**src/rtl/pipe_pkg.sv**
```systemverilog
// Shared types and decode helpers for the 5-stage RV32I pipe.
//   ex_ctrl_t   : 15-bit control bundle produced by control_decoder and
//                 carried ID->EX (field order MSB first as listed).
//   OPC_*       : RV32I major opcodes.
//   ALU_*       : alu_control encodings.
//   uses_rs1()  : opcode reads rs1.
//   uses_rs2()  : opcode reads rs2.
package pipe_pkg;

  typedef struct packed {
    logic       load;
    logic       store;
    logic       jalr;
    logic [1:0] mem_to_reg;
    logic       reg_write;
    logic       mem_en;
    logic       operand_a;
    logic       operand_b;
    logic       branch;
    logic       next_sel;
    logic [3:0] alu_control;
  } ex_ctrl_t;

  localparam logic [6:0] OPC_R      = 7'b0110011;
  localparam logic [6:0] OPC_I_ALU  = 7'b0010011;
  localparam logic [6:0] OPC_LOAD   = 7'b0000011;
  localparam logic [6:0] OPC_STORE  = 7'b0100011;
  localparam logic [6:0] OPC_BRANCH = 7'b1100011;
  localparam logic [6:0] OPC_JALR   = 7'b1100111;
  localparam logic [6:0] OPC_JAL    = 7'b1101111;
  localparam logic [6:0] OPC_LUI    = 7'b0110111;
  localparam logic [6:0] OPC_AUIPC  = 7'b0010111;

  localparam logic [3:0] ALU_ADD  = 4'b0000;
  localparam logic [3:0] ALU_SUB  = 4'b0001;
  localparam logic [3:0] ALU_AND  = 4'b0010;
  localparam logic [3:0] ALU_OR   = 4'b0011;
  localparam logic [3:0] ALU_XOR  = 4'b0100;
  localparam logic [3:0] ALU_SLL  = 4'b0101;
  localparam logic [3:0] ALU_SRL  = 4'b0110;
  localparam logic [3:0] ALU_SRA  = 4'b0111;
  localparam logic [3:0] ALU_SLT  = 4'b1000;
  localparam logic [3:0] ALU_SLTU = 4'b1001;
  localparam logic [3:0] ALU_PASS = 4'b1010;

  function automatic logic uses_rs1(input logic [6:0] opc);
    return (opc == OPC_R) || (opc == OPC_I_ALU) || (opc == OPC_LOAD) ||
           (opc == OPC_STORE) || (opc == OPC_BRANCH) || (opc == OPC_JALR);
  endfunction

  function automatic logic uses_rs2(input logic [6:0] opc);
    return (opc == OPC_R) || (opc == OPC_STORE) || (opc == OPC_BRANCH);
  endfunction

endpackage

```
**src/rtl/id_ex_stage_if.sv**
```systemverilog
// ID->EX bus. Handshake: the ID side presents id_* every cycle with
// id_valid_i marking a real instruction; there is no ready wire. Back-pressure
// is the stage's separate stall_o, during which upstream must keep id_*
// unchanged so the same instruction is re-presented.
//   master : ID stage side (drives id_*, observes ex_*)
//   slave  : id_ex_stage (samples id_*, drives ex_*)
interface id_ex_if
  import pipe_pkg::*;
#(
  parameter int XLEN = 32
) ();
  logic            id_valid_i;
  ex_ctrl_t        id_ctrl_i;
  logic [6:0]      id_opcode_i;
  logic [2:0]      id_fun3_i;
  logic [4:0]      id_rs1_i;
  logic [4:0]      id_rs2_i;
  logic [4:0]      id_rd_i;
  logic [XLEN-1:0] id_pc_i;
  logic [XLEN-1:0] id_rs1_data_i;
  logic [XLEN-1:0] id_rs2_data_i;
  logic [XLEN-1:0] id_imm_i;

  logic            ex_valid_o;
  ex_ctrl_t        ex_ctrl_o;
  logic [2:0]      ex_fun3_o;
  logic [4:0]      ex_rs1_o;
  logic [4:0]      ex_rs2_o;
  logic [4:0]      ex_rd_o;
  logic [XLEN-1:0] ex_pc_o;
  logic [XLEN-1:0] ex_rs1_data_o;
  logic [XLEN-1:0] ex_rs2_data_o;
  logic [XLEN-1:0] ex_imm_o;

  modport master (
    output id_valid_i, id_ctrl_i, id_opcode_i, id_fun3_i, id_rs1_i, id_rs2_i,
           id_rd_i, id_pc_i, id_rs1_data_i, id_rs2_data_i, id_imm_i,
    input  ex_valid_o, ex_ctrl_o, ex_fun3_o, ex_rs1_o, ex_rs2_o, ex_rd_o,
           ex_pc_o, ex_rs1_data_o, ex_rs2_data_o, ex_imm_o
  );

  modport slave (
    input  id_valid_i, id_ctrl_i, id_opcode_i, id_fun3_i, id_rs1_i, id_rs2_i,
           id_rd_i, id_pc_i, id_rs1_data_i, id_rs2_data_i, id_imm_i,
    output ex_valid_o, ex_ctrl_o, ex_fun3_o, ex_rs1_o, ex_rs2_o, ex_rd_o,
           ex_pc_o, ex_rs1_data_o, ex_rs2_data_o, ex_imm_o
  );
endinterface

```
**src/rtl/id_ex_stage_load_use_detect.sv**
```systemverilog
// Combinational load-use comparator: flags an ID instruction that reads the
// destination of a load currently in EX. x0 never creates a dependency.
//   id_valid_i, id_opcode_i, id_rs1_i, id_rs2_i : consumer in ID
//   ex_valid_i, ex_load_i, ex_rd_i              : producer in EX
//   load_use_o                                  : hazard present
module load_use_detect
  import pipe_pkg::*;
(
  input  logic       id_valid_i,
  input  logic [6:0] id_opcode_i,
  input  logic [4:0] id_rs1_i,
  input  logic [4:0] id_rs2_i,
  input  logic       ex_valid_i,
  input  logic       ex_load_i,
  input  logic [4:0] ex_rd_i,
  output logic       load_use_o
);
  logic rs1_hit;
  logic rs2_hit;

  // Register fields of opcodes that do not read them hold immediate bits,
  // so matches are qualified by the opcode's actual usage.
  assign rs1_hit = uses_rs1(id_opcode_i) && (ex_rd_i == id_rs1_i);
  assign rs2_hit = uses_rs2(id_opcode_i) && (ex_rd_i == id_rs2_i);

  assign load_use_o = id_valid_i && ex_valid_i && ex_load_i &&
                      (ex_rd_i != 5'd0) && (rs1_hit || rs2_hit);
endmodule

```
**src/rtl/id_ex_stage.sv**
```systemverilog
// ID->EX pipeline register with load-use detection, bubble insertion on
// load-use or flush, global freeze and saturating stall/flush counters.
//   clk, rst_n     : clock, async active-low reset
//   hold_i         : freeze all state (a flush arriving now is remembered)
//   flush_i        : kill the instruction in ID
//   clr_cnt_i      : clear both counters (ignored under hold_i)
//   bus            : id_ex_if slave (id_* in, ex_* out)
//   stall_o        : hold PC and IF/ID this cycle
//   stall_cnt_o    : load-use bubbles inserted
//   flush_cnt_o    : flush bubbles inserted
module id_ex_stage
  import pipe_pkg::*;
#(
  parameter int XLEN  = 32,
  parameter int CNT_W = 32
) (
  input  logic             clk,
  input  logic             rst_n,
  input  logic             hold_i,
  input  logic             flush_i,
  input  logic             clr_cnt_i,
  id_ex_if.slave           bus,
  output logic             stall_o,
  output logic [CNT_W-1:0] stall_cnt_o,
  output logic [CNT_W-1:0] flush_cnt_o
);
  localparam logic [XLEN-1:0]  ZERO_X  = '0;
  localparam logic [CNT_W-1:0] CNT_MAX = '1;

  logic load_use;
  logic flush_pend;
  logic flush_eff;

  load_use_detect u_lud (
    .id_valid_i  (bus.id_valid_i),
    .id_opcode_i (bus.id_opcode_i),
    .id_rs1_i    (bus.id_rs1_i),
    .id_rs2_i    (bus.id_rs2_i),
    .ex_valid_i  (bus.ex_valid_o),
    .ex_load_i   (bus.ex_ctrl_o.load),
    .ex_rd_i     (bus.ex_rd_o),
    .load_use_o  (load_use)
  );

  // A flush that lands during hold is kept in flush_pend and applied on the
  // first free edge; a flush always outranks the load-use stall.
  assign flush_eff = flush_i | flush_pend;
  assign stall_o   = load_use & ~flush_eff;

  always_ff @(posedge clk or negedge rst_n) begin
    if (!rst_n) begin
      flush_pend        <= 1'b0;
      bus.ex_valid_o    <= 1'b0;
      bus.ex_ctrl_o     <= '0;
      bus.ex_fun3_o     <= '0;
      bus.ex_rs1_o      <= '0;
      bus.ex_rs2_o      <= '0;
      bus.ex_rd_o       <= '0;
      bus.ex_pc_o       <= ZERO_X;
      bus.ex_rs1_data_o <= ZERO_X;
      bus.ex_rs2_data_o <= ZERO_X;
      bus.ex_imm_o      <= ZERO_X;
    end else if (hold_i) begin
      flush_pend <= flush_pend | flush_i;
    end else if (flush_eff || load_use) begin
      flush_pend        <= 1'b0;
      bus.ex_valid_o    <= 1'b0;
      bus.ex_ctrl_o     <= '0;
      bus.ex_fun3_o     <= '0;
      bus.ex_rs1_o      <= '0;
      bus.ex_rs2_o      <= '0;
      bus.ex_rd_o       <= '0;
      bus.ex_pc_o       <= ZERO_X;
      bus.ex_rs1_data_o <= ZERO_X;
      bus.ex_rs2_data_o <= ZERO_X;
      bus.ex_imm_o      <= ZERO_X;
    end else begin
      flush_pend        <= 1'b0;
      bus.ex_valid_o    <= bus.id_valid_i;
      bus.ex_ctrl_o     <= bus.id_valid_i ? bus.id_ctrl_i : '0;
      bus.ex_fun3_o     <= bus.id_fun3_i;
      bus.ex_rs1_o      <= bus.id_rs1_i;
      bus.ex_rs2_o      <= bus.id_rs2_i;
      bus.ex_rd_o       <= bus.id_rd_i;
      bus.ex_pc_o       <= bus.id_pc_i;
      bus.ex_rs1_data_o <= bus.id_rs1_data_i;
      bus.ex_rs2_data_o <= bus.id_rs2_data_i;
      bus.ex_imm_o      <= bus.id_imm_i;
    end
  end

  always_ff @(posedge clk or negedge rst_n) begin
    if (!rst_n) begin
      stall_cnt_o <= '0;
      flush_cnt_o <= '0;
    end else if (!hold_i) begin
      if (clr_cnt_i) begin
        stall_cnt_o <= '0;
        flush_cnt_o <= '0;
      end else if (flush_eff) begin
        if (flush_cnt_o != CNT_MAX) flush_cnt_o <= flush_cnt_o + 1'b1;
      end else if (load_use) begin
        if (stall_cnt_o != CNT_MAX) stall_cnt_o <= stall_cnt_o + 1'b1;
      end
    end
  end
endmodule

```
**src/flat_wrapper.sv**
```systemverilog
// flat-port wrapper written by rule: the top's interface ports become plain ports
module id_ex_stage_flat import pipe_pkg::*;
#(
  parameter int XLEN  = 32,
  parameter int CNT_W = 32
)
  (clk, rst_n, hold_i, flush_i, clr_cnt_i, stall_o, stall_cnt_o, flush_cnt_o, bus_id_valid_i, bus_id_ctrl_i, bus_id_opcode_i, bus_id_fun3_i, bus_id_rs1_i, bus_id_rs2_i, bus_id_rd_i, bus_id_pc_i, bus_id_rs1_data_i, bus_id_rs2_data_i, bus_id_imm_i, bus_ex_valid_o, bus_ex_ctrl_o, bus_ex_fun3_o, bus_ex_rs1_o, bus_ex_rs2_o, bus_ex_rd_o, bus_ex_pc_o, bus_ex_rs1_data_o, bus_ex_rs2_data_o, bus_ex_imm_o);
  id_ex_if #(.XLEN(XLEN)) bus_i ();
  input  logic clk;
  input  logic rst_n;
  input  logic hold_i;
  input  logic flush_i;
  input  logic clr_cnt_i;
  output logic stall_o;
  output logic [CNT_W-1:0] stall_cnt_o;
  output logic [CNT_W-1:0] flush_cnt_o;
  input wire logic [$bits(bus_i.id_valid_i)-1:0] bus_id_valid_i;
  input wire logic [$bits(bus_i.id_ctrl_i)-1:0] bus_id_ctrl_i;
  input wire logic [$bits(bus_i.id_opcode_i)-1:0] bus_id_opcode_i;
  input wire logic [$bits(bus_i.id_fun3_i)-1:0] bus_id_fun3_i;
  input wire logic [$bits(bus_i.id_rs1_i)-1:0] bus_id_rs1_i;
  input wire logic [$bits(bus_i.id_rs2_i)-1:0] bus_id_rs2_i;
  input wire logic [$bits(bus_i.id_rd_i)-1:0] bus_id_rd_i;
  input wire logic [$bits(bus_i.id_pc_i)-1:0] bus_id_pc_i;
  input wire logic [$bits(bus_i.id_rs1_data_i)-1:0] bus_id_rs1_data_i;
  input wire logic [$bits(bus_i.id_rs2_data_i)-1:0] bus_id_rs2_data_i;
  input wire logic [$bits(bus_i.id_imm_i)-1:0] bus_id_imm_i;
  output wire logic [$bits(bus_i.ex_valid_o)-1:0] bus_ex_valid_o;
  output wire logic [$bits(bus_i.ex_ctrl_o)-1:0] bus_ex_ctrl_o;
  output wire logic [$bits(bus_i.ex_fun3_o)-1:0] bus_ex_fun3_o;
  output wire logic [$bits(bus_i.ex_rs1_o)-1:0] bus_ex_rs1_o;
  output wire logic [$bits(bus_i.ex_rs2_o)-1:0] bus_ex_rs2_o;
  output wire logic [$bits(bus_i.ex_rd_o)-1:0] bus_ex_rd_o;
  output wire logic [$bits(bus_i.ex_pc_o)-1:0] bus_ex_pc_o;
  output wire logic [$bits(bus_i.ex_rs1_data_o)-1:0] bus_ex_rs1_data_o;
  output wire logic [$bits(bus_i.ex_rs2_data_o)-1:0] bus_ex_rs2_data_o;
  output wire logic [$bits(bus_i.ex_imm_o)-1:0] bus_ex_imm_o;
  assign bus_i.id_valid_i = bus_id_valid_i;
  assign bus_i.id_ctrl_i = bus_id_ctrl_i;
  assign bus_i.id_opcode_i = bus_id_opcode_i;
  assign bus_i.id_fun3_i = bus_id_fun3_i;
  assign bus_i.id_rs1_i = bus_id_rs1_i;
  assign bus_i.id_rs2_i = bus_id_rs2_i;
  assign bus_i.id_rd_i = bus_id_rd_i;
  assign bus_i.id_pc_i = bus_id_pc_i;
  assign bus_i.id_rs1_data_i = bus_id_rs1_data_i;
  assign bus_i.id_rs2_data_i = bus_id_rs2_data_i;
  assign bus_i.id_imm_i = bus_id_imm_i;
  assign bus_ex_valid_o = bus_i.ex_valid_o;
  assign bus_ex_ctrl_o = bus_i.ex_ctrl_o;
  assign bus_ex_fun3_o = bus_i.ex_fun3_o;
  assign bus_ex_rs1_o = bus_i.ex_rs1_o;
  assign bus_ex_rs2_o = bus_i.ex_rs2_o;
  assign bus_ex_rd_o = bus_i.ex_rd_o;
  assign bus_ex_pc_o = bus_i.ex_pc_o;
  assign bus_ex_rs1_data_o = bus_i.ex_rs1_data_o;
  assign bus_ex_rs2_data_o = bus_i.ex_rs2_data_o;
  assign bus_ex_imm_o = bus_i.ex_imm_o;
  id_ex_stage #(.XLEN(XLEN), .CNT_W(CNT_W)) u_core (.clk(clk), .rst_n(rst_n), .hold_i(hold_i), .flush_i(flush_i), .clr_cnt_i(clr_cnt_i), .bus(bus_i), .stall_o(stall_o), .stall_cnt_o(stall_cnt_o), .flush_cnt_o(flush_cnt_o));
endmodule
```
**config.mk**
```make
export PLATFORM = sky130hd
export DESIGN_NAME = id_ex_stage_flat
export DESIGN_NICKNAME = d
export VERILOG_FILES = /design/src/rtl/pipe_pkg.sv /design/src/rtl/id_ex_stage_if.sv /design/src/rtl/id_ex_stage_load_use_detect.sv /design/src/rtl/id_ex_stage.sv /design/src/flat_wrapper.sv
export SDC_FILE = /design/constraint.sdc
export NUM_CORES = 1
export LEC_CHECK = 0
export CAP_MARGIN = 20
export CELL_PAD_IN_SITES_DETAIL_PLACEMENT = 0
export CELL_PAD_IN_SITES_GLOBAL_PLACEMENT = 1
export CORE_ASPECT_RATIO = 1.1
export CORE_MARGIN = 2
export CORE_UTILIZATION = 35
export DETAILED_ROUTE_END_ITERATION = 10
export PLACE_DENSITY_LB_ADDON = 0.2
export SYNTH_ARGS = -nofsm -noshare
export SYNTH_HDL_FRONTEND = slang
export SYNTH_SLANG_ARGS = --single-unit
```
**constraint.sdc**
```tcl
create_clock -name clk -period 4.4 [get_ports clk]
set_input_delay 1.1 -clock clk [delete_from_list [all_inputs] [get_ports clk]]
set_output_delay 1.1 -clock clk [all_outputs]
set_load 0.1 [all_outputs]
```
Fig. 1: ports around the boundary
(2 px per um) Pins as bars across the die edge, other pins in grey.
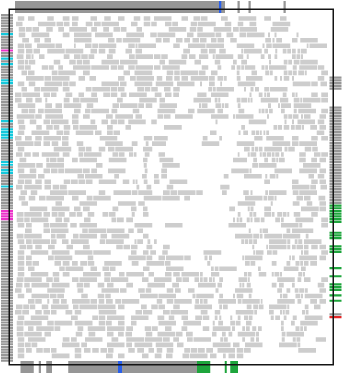
colour	port	pins	direction	edge
red	rst_n	1	input	right
magenta	bus_ex_rd_o	5	output	left
blue	bus_id_fun3_i	3	input	2 bottom, 1 top
cyan	bus_ex_ctrl_o	15	output	left
green	stall_cnt_o	32	output	20 right, 12 bottom
Die H: 177 um
Port Buf Inserts: 400

Fig. 2: routed metal, one colour a layer
(1.5 px per um) Two of the layers only.
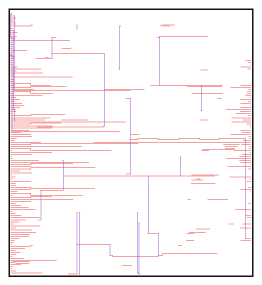
colour	layer	wire length
purple	met4	716 um
red	met3	3050 um

Fig. 3: logic cells by family
(2 px per um)
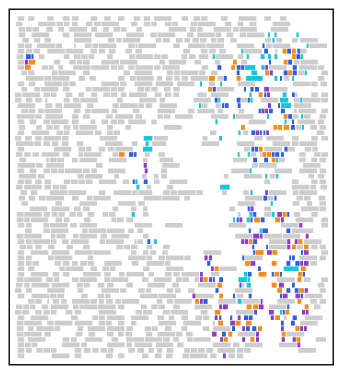
colour	family	cells
orange	AND and OR gates	65
cyan	NOR gates	65
blue	NAND gates	107
purple	inverting AOI/OAI gates	66
fin cells: 1564
multi-input combinational area share: 24.4%
dominant logic cell type in the layout: clkdlybuf4s50_1

Fig. 4: metal 4
(2 px per um)
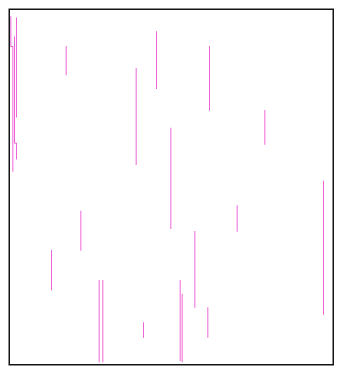
nets with wire on the layer	12
longest straight run	66.6 um
share of all routed wire	2.1%
main direction	vertical

Fig. 5: clock routing
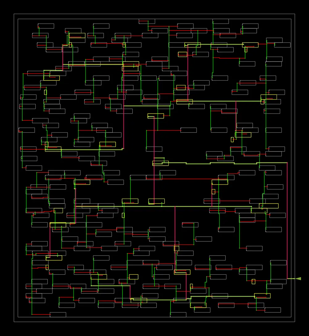
Flops: 227
Num CTS Buffers: 25
clk ins delay skew pair: 0.52 ns
CLK BUF: 37

==> impl_metrics.ini <==
; implementation run metrics
[yosys]
syn-mean-instance-area_um2 = 11.9
async_flop_share_pct = 100
syn_nets = 973
ys_cells = 797
edf_count = 0

[setup_path]
startpoint_type = primary input
worstReg2RegStart = u_core.stall_cnt_o[0]
rrSetupSlack_ns = 1.73

[outcome]
status = complete, no violations

[final_timing]
tns_ns = 0
finClkSkew_ns = 0.00877
setup_slack_ns = 0.231
maxSlewViolCount = 0
rsz0062_at_grt = no
final-hold-violation-count = 0

[clock_network]
cts_tree = built
htreeDepth = 1
numClockSinks = 227

[global_route]
antenna_found_initial = 7

[floorplan]
ioPinCount = 401
die_area_mm2 = 0.0285
fp_util_pct = 35.4

[flow_run]
tool_warnings = 26

[min_path]
holdPathEnd = u_core.bus.ex_ctrl_o[2]
hold_depth = 1
min-delay-start = u_core.bus.ex_ctrl_o[2]

[power_and_ir_drop]
power_leakage_nw = 6.25

[drt]
totalWireLength_mm = 33.7
vias_per_cell = 5.29

[cells_and_area]
finish.utilization_pct = 54.7
area_growth_pct = 54.5
-- report_power, final --
part	switching (mW)	internal [mW]
clock	0.854	1.17
sequential	0.0721	2.19
combinational	1.05	0.413
total	1.98	3.78
-- layout make-up --
class,count,area [um2],share of cell area (%)
Antenna cell,7,17.5,0.119
Clock buffer,37,711,4.83
Clock inverter,6,57.6,0.391
Inverter,2,7.51,0.0510
Multi-Input combinational cell,510,3590,24.4
Sequential cell,227,5680,38.6
Tap cell,357,447,3.04
Timing Repair Buffer,418,4200,28.6
-- metal layers --
metal  track usage [%]  part of all wire [%]
met5                 0                     0
met4              7.44                   2.1
met2              37.7                    49
met1              28.4                    40
met3              8.22                   9.1
-- through the flow --
step | hold WS, ns | cells | cell area (um2) | total power [mW]
floorplan | 0.479 | 797 | 9530 | 3.25
global placement | 0.470 | 1513 | 13900 | 3.76
detailed placement | 0.480 | 1513 | 13900 | 3.77
CTS | 0.497 | 1556 | 14700 | 5.82
global route | 0.512 | 1563 | 14700 | 5.96
finish | 0.495 | 1564 | 14700 | 5.75
-- placed cells by master (no fill, tap or decap), drive strengths merged, types with 4 or more instances in the layout --
cell type,n
nor3,13
nand2,39
and4,6
or4,16
xor2,29
nand4,37
diode,7
clkinv,4
nor4b,4
nor4,6
or3,14
a21oi,30
o211ai,5
nand3,26
a22o,147
o31ai,9
a32o,15
clkbuf,37
and3,22
buf,22
o21ai,21
xnor2,8
nor2,38
dfrtp,227
clkdlybuf4s50,396
-- critical path, cell delays in order --
cell	delay [ns]
clkdlybuf4s50_1	0.44
and3b_1	0.26
and4b_1	0.34
nand4_1	0.17
a21oi_1	0.17
buf_4	0.14
nor3b_2	0.22
buf_12	0.21
No activity file was given, so power comes from the tool's default toggle rates.
